### Cell sizes after repair

Scale: 3 px per um.
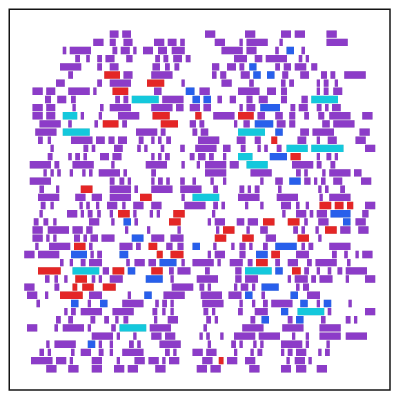
### Placed cells, one colour a class

Scale: 3 px per um. Fill, decap, tap and diode cells in grey.
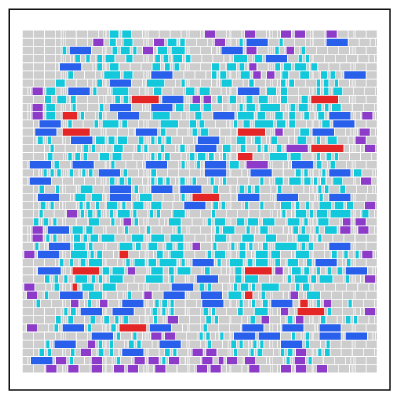
## src/rtl/herring_gpu_pkg.sv

```systemverilog
// Shared definitions for the herring GPU blocks: framebuffer defaults,
// pixel field widths, fill FSM encoding and small coordinate helpers.
package herring_gpu_pkg;

    localparam int FB_WIDTH_DEF  = 160;
    localparam int FB_HEIGHT_DEF = 120;
    localparam int COLOR_W       = 3;
    localparam int COORD_W       = 8;

    typedef logic [COORD_W-1:0] coord_t;
    typedef logic [COLOR_W-1:0] color_t;

    typedef enum logic [1:0] {
        ST_IDLE   = 2'd0,
        ST_SETUP  = 2'd1,
        ST_FILL   = 2'd2,
        ST_FINISH = 2'd3
    } fill_state_e;

    // Smaller of two coordinates.
    function automatic coord_t coord_min(input coord_t a, input coord_t b);
        coord_t r;
        if (a < b) begin
            r = a;
        end else begin
            r = b;
        end
        return r;
    endfunction

    // Larger of two coordinates.
    function automatic coord_t coord_max(input coord_t a, input coord_t b);
        coord_t r;
        if (a > b) begin
            r = a;
        end else begin
            r = b;
        end
        return r;
    endfunction

endpackage

```

## src/rtl/gpu_rect_clip.sv

```systemverilog
// Combinational rectangle normaliser: orders the two corners and clips the
// far edges to the framebuffer. Flags a rectangle that lies wholly outside.
module gpu_rect_clip
    import herring_gpu_pkg::*;
#(
    parameter int FB_WIDTH  = FB_WIDTH_DEF,
    parameter int FB_HEIGHT = FB_HEIGHT_DEF
) (
    input  logic [COORD_W-1:0] x0_i,
    input  logic [COORD_W-1:0] y0_i,
    input  logic [COORD_W-1:0] x1_i,
    input  logic [COORD_W-1:0] y1_i,
    output logic [COORD_W-1:0] xmin_o,
    output logic [COORD_W-1:0] xmax_o,
    output logic [COORD_W-1:0] ymin_o,
    output logic [COORD_W-1:0] ymax_o,
    output logic               empty_o
);

    // Last legal coordinate on each axis; comparing against these instead of
    // FB_WIDTH/FB_HEIGHT keeps every compare inside the 8-bit coordinate range.
    localparam coord_t X_LAST = coord_t'(FB_WIDTH - 1);
    localparam coord_t Y_LAST = coord_t'(FB_HEIGHT - 1);

    coord_t xlo_s;
    coord_t xhi_s;
    coord_t ylo_s;
    coord_t yhi_s;

    // Order corners, clip the far edges and detect a fully off-screen rectangle.
    always_comb begin
        xlo_s   = coord_min(x0_i, x1_i);
        xhi_s   = coord_max(x0_i, x1_i);
        ylo_s   = coord_min(y0_i, y1_i);
        yhi_s   = coord_max(y0_i, y1_i);
        xmin_o  = xlo_s;
        ymin_o  = ylo_s;
        xmax_o  = coord_min(xhi_s, X_LAST);
        ymax_o  = coord_min(yhi_s, Y_LAST);
        empty_o = (xlo_s > X_LAST) || (ylo_s > Y_LAST);
    end

endmodule

```

## src/rtl/gpu_fill_engine.sv

```systemverilog
// Rectangle fill engine: latches a fill command, normalises/clips it once,
// then streams one pixel write per accepted handshake in raster order.
module gpu_fill_engine
    import herring_gpu_pkg::*;
#(
    parameter int FB_WIDTH  = FB_WIDTH_DEF,
    parameter int FB_HEIGHT = FB_HEIGHT_DEF
) (
    input  logic               SYS_CLOCK,
    input  logic               RESET,
    input  logic [COORD_W-1:0] CMD_X0,
    input  logic [COORD_W-1:0] CMD_Y0,
    input  logic [COORD_W-1:0] CMD_X1,
    input  logic [COORD_W-1:0] CMD_Y1,
    input  logic [COLOR_W-1:0] CMD_COLOR,
    input  logic               CMD_START,
    input  logic               CMD_ABORT,
    output logic [COORD_W-1:0] PIX_X,
    output logic [COORD_W-1:0] PIX_Y,
    output logic [COLOR_W-1:0] PIX_COLOR,
    output logic               PIX_WE,
    input  logic               PIX_READY,
    output logic               BUSY,
    output logic               DONE
);

    fill_state_e state_q, state_d;

    // Raw command as latched in IDLE.
    coord_t x0_q, x0_d;
    coord_t y0_q, y0_d;
    coord_t x1_q, x1_d;
    coord_t y1_q, y1_d;
    color_t color_q, color_d;

    // Clipped bounds captured in SETUP; ymin is only needed as the cursor seed.
    coord_t xmin_q, xmin_d;
    coord_t xmax_q, xmax_d;
    coord_t ymax_q, ymax_d;

    // Raster cursor; doubles as the PIX_X/PIX_Y output registers.
    coord_t x_q, x_d;
    coord_t y_q, y_d;

    coord_t clip_xmin_s;
    coord_t clip_xmax_s;
    coord_t clip_ymin_s;
    coord_t clip_ymax_s;
    logic   clip_empty_s;

    gpu_rect_clip #(
        .FB_WIDTH  (FB_WIDTH),
        .FB_HEIGHT (FB_HEIGHT)
    ) u_clip (
        .x0_i    (x0_q),
        .y0_i    (y0_q),
        .x1_i    (x1_q),
        .y1_i    (y1_q),
        .xmin_o  (clip_xmin_s),
        .xmax_o  (clip_xmax_s),
        .ymin_o  (clip_ymin_s),
        .ymax_o  (clip_ymax_s),
        .empty_o (clip_empty_s)
    );

    // Next-state logic: command latch, setup, raster advance and abort.
    always_comb begin
        state_d = state_q;
        x0_d    = x0_q;
        y0_d    = y0_q;
        x1_d    = x1_q;
        y1_d    = y1_q;
        color_d = color_q;
        xmin_d  = xmin_q;
        xmax_d  = xmax_q;
        ymax_d  = ymax_q;
        x_d     = x_q;
        y_d     = y_q;

        case (state_q)
            ST_IDLE: begin
                // ABORT beats START when both arrive together.
                if (CMD_START && !CMD_ABORT) begin
                    x0_d    = CMD_X0;
                    y0_d    = CMD_Y0;
                    x1_d    = CMD_X1;
                    y1_d    = CMD_Y1;
                    color_d = CMD_COLOR;
                    state_d = ST_SETUP;
                end else begin
                    state_d = ST_IDLE;
                end
            end

            ST_SETUP: begin
                if (CMD_ABORT) begin
                    state_d = ST_IDLE;
                end else if (clip_empty_s) begin
                    state_d = ST_FINISH;
                end else begin
                    xmin_d  = clip_xmin_s;
                    xmax_d  = clip_xmax_s;
                    ymax_d  = clip_ymax_s;
                    x_d     = clip_xmin_s;
                    y_d     = clip_ymin_s;
                    state_d = ST_FILL;
                end
            end

            ST_FILL: begin
                // A beat accepted in the abort cycle still counts as written;
                // the cursor simply stops moving.
                if (CMD_ABORT) begin
                    state_d = ST_IDLE;
                end else if (PIX_READY) begin
                    if (x_q == xmax_q) begin
                        if (y_q == ymax_q) begin
                            state_d = ST_FINISH;
                        end else begin
                            x_d = xmin_q;
                            y_d = y_q + coord_t'(1);
                        end
                    end else begin
                        x_d = x_q + coord_t'(1);
                    end
                end else begin
                    state_d = ST_FILL;
                end
            end

            ST_FINISH: begin
                state_d = ST_IDLE;
            end

            default: begin
                state_d = ST_IDLE;
            end
        endcase
    end

    // State and datapath registers with synchronous reset.
    always_ff @(posedge SYS_CLOCK) begin
        if (RESET) begin
            state_q <= ST_IDLE;
            x0_q    <= '0;
            y0_q    <= '0;
            x1_q    <= '0;
            y1_q    <= '0;
            color_q <= '0;
            xmin_q  <= '0;
            xmax_q  <= '0;
            ymax_q  <= '0;
            x_q     <= '0;
            y_q     <= '0;
        end else begin
            state_q <= state_d;
            x0_q    <= x0_d;
            y0_q    <= y0_d;
            x1_q    <= x1_d;
            y1_q    <= y1_d;
            color_q <= color_d;
            xmin_q  <= xmin_d;
            xmax_q  <= xmax_d;
            ymax_q  <= ymax_d;
            x_q     <= x_d;
            y_q     <= y_d;
        end
    end

    // Outputs decode directly from registered state, so they are glitch-free.
    always_comb begin
        PIX_X     = x_q;
        PIX_Y     = y_q;
        PIX_COLOR = color_q;
        PIX_WE    = (state_q == ST_FILL);
        BUSY      = (state_q != ST_IDLE);
        DONE      = (state_q == ST_FINISH);
    end

endmodule
```

## config.mk

```make
export PLATFORM = sky130hd
export DESIGN_NAME = gpu_fill_engine
export DESIGN_NICKNAME = d
export VERILOG_FILES = /design/src/rtl/herring_gpu_pkg.sv /design/src/rtl/gpu_rect_clip.sv /design/src/rtl/gpu_fill_engine.sv
export SDC_FILE = /design/constraint.sdc
export NUM_CORES = 1
export LEC_CHECK = 0
export CELL_PAD_IN_SITES_DETAIL_PLACEMENT = 1
export CELL_PAD_IN_SITES_GLOBAL_PLACEMENT = 2
export CORE_MARGIN = 4
export CORE_UTILIZATION = 33
export DETAILED_ROUTE_END_ITERATION = 7
export PLACE_DENSITY_LB_ADDON = 0.1
export SLEW_MARGIN = 15
export SYNTH_ARGS = -nofsm -noshare
export SYNTH_HDL_FRONTEND = slang
export SYNTH_HIERARCHICAL = 1
export SYNTH_SLANG_ARGS = --single-unit
```

## constraint.sdc

```tcl
create_clock -name SYS_CLOCK -period 3.3 [get_ports SYS_CLOCK]
set_input_delay 0.66 -clock SYS_CLOCK [delete_from_list [all_inputs] [get_ports SYS_CLOCK]]
set_output_delay 0.66 -clock SYS_CLOCK [all_outputs]
set_load 0.005 [all_outputs]
```

==> impl.org <==
#+TITLE: Flow metrics

** Run status
- Result of the run :: complete, no violations

** Synth
- Seq share, synth :: about a third
- The synthesis log from Yosys contains 6 warnings.
- Dominant cell by count in the synthesized netlist :: nand2_1
- Area fraction in xor and xnor cells :: approximately 4.4%
- Each instance of the synthesized netlist takes up on average 7.97 um2.
- Synthesized instance count :: 580
- Post-synthesis mux area share :: 7.68%
- Simple-Gate Fraction of Synth Area :: 24.5%
- In this run, synthesis inferred 0 flip-flops with an integrated enable.
- Flip-flop and latch count after synthesis :: between 70 and 80

** Critical path
- The cell family contributing the most delay on the critical path is AND-OR/OR-AND gates.
- The worst setup path is captured at a flip-flop.
- Across all register-to-register paths, the minimum setup slack is around 0.17 ns.
- STA classifies the critical path startpoint as a flip-flop.
- Data arrives at the worst endpoint at between 3 and 4 ns.
- The worst setup path is of the reg -> reg kind.
- Slowest stage cell on the critical path :: or3b_4
- The cell sequence reported for the critical path is inv_1 > ha_1 > o21ai_0 > o21bai_2 > and4b_2 > nor3_4 > o21ai_2 > or3b_4 > a21oi_4 > a21boi_4 > buf_4 > nor3_1 > a311oi_2.

** Clock tree
- TritonCTS built the clock tree.
- The clock tree synthesis step divided the H-tree into 3 levels.
- Post-CTS timing repair inserted 0 buffers for setup.
- The tree is rooted in a clkbuf_16.
- CTS Hold Bufs :: 0

** Route
- The routed design uses slightly above 400 um of met3 wire.
- The detailed router finished its first iteration with between 200 and 250 violations.
- Met2 wire length :: about 7.4 mm
- In the routed layout, each cell is associated on average with a via count of roughly 5.3.
- # DRC :: 0
- Count of nets left with antenna violations after detail routing :: 0

** Worst hold path
- According to the hold report, the worst path is of the reg -> reg type.
- Hold EP :: PIX_COLOR[2]
- The worst hold path was traced through 2 stages.

** Job
- The report counts max-capacitance violations totalling 0.
- Summing over the stages, the warning tally comes to 26.

** Final layout
- In the final design database the tool counted 701 nets.
- Across the whole layout, multi-input logic makes up 49.4% of the cell area.
- NonClk Buf Share :: roughly 14%
- Leaving out filler cells and counting taps, the final layout contains between 800 and 900.
- Cells fill 43.2% of the core in the end.
- Multi-input gate area in the final layout :: 2880 um2
- Fillers :: around 1600
- The repair_antennas step left the layout with diodes totalling 0.
- Sequential portion of the cell area :: a little over a quarter
- In the finished layout, the clock tree contains a buffer count of 11.

** STA
- In the final report, the number of hold violations comes to 0.
- RSZ-0062 raised after global routing :: false
- The transition time recorded at the tightest slew-check pin is approximately 0.79 ns.
- OpenROAD reports that the post-layout worst path occupies 94.7% of the period.
- Accumulated negative setup slack :: 0 ns

** Power and ir drop
- Clock Power :: roughly 1.0 mW
- Combinational logic is responsible for around a quarter of the overall power.
- The switching component of the power was reported as just over 0.8 mW.
- In this run the static leakage power is 2.07 nW.
- Design internal power :: about 1.9 mW

** Global routing
- In the global route stage, met3 resource usage came out at 4.08%.
- All-Layer GR Usage :: a little under a fifth
- For this run, global-route usage on met2 was measured as about a third.

** Placement
- As logged by OpenROAD, the buffers inserted on ports number around 60.
- Timing analysis after detailed placement gives a worst setup slack of -0.0739 ns.
- Note, the detailed placer reported a final HPWL of ~11 mm.

** Die
- In this run the full chip footprint comes out at roughly 16000 um2.
- Die outline height :: ~130 um
- The flow inserted 176 tap cells.
## Picture notes: 'Cell sizes after repair'
cyan -> x6 and larger  # cells 14, share 2.2%
red -> x2  # cells 41, share 6.3%
purple -> x1 and smaller  # cells 556, share 86%
blue -> x3 and x4  # cells 37, share 5.7%
non-clock buffer count in the final layout: 84
design area: 5830 um2
relative area change from synthesis to final layout: 26.1%
worst setup margin: 0.174 ns

## Picture notes: 'Placed cells, one colour a class'
purple -> remaining buffers and delay cells  # cells 84
red -> clock drivers and dummy loads  # cells 16
blue -> registers  # cells 77
cyan -> remaining logic cells  # cells 471

Power is estimated from default activity; no workload was simulated.
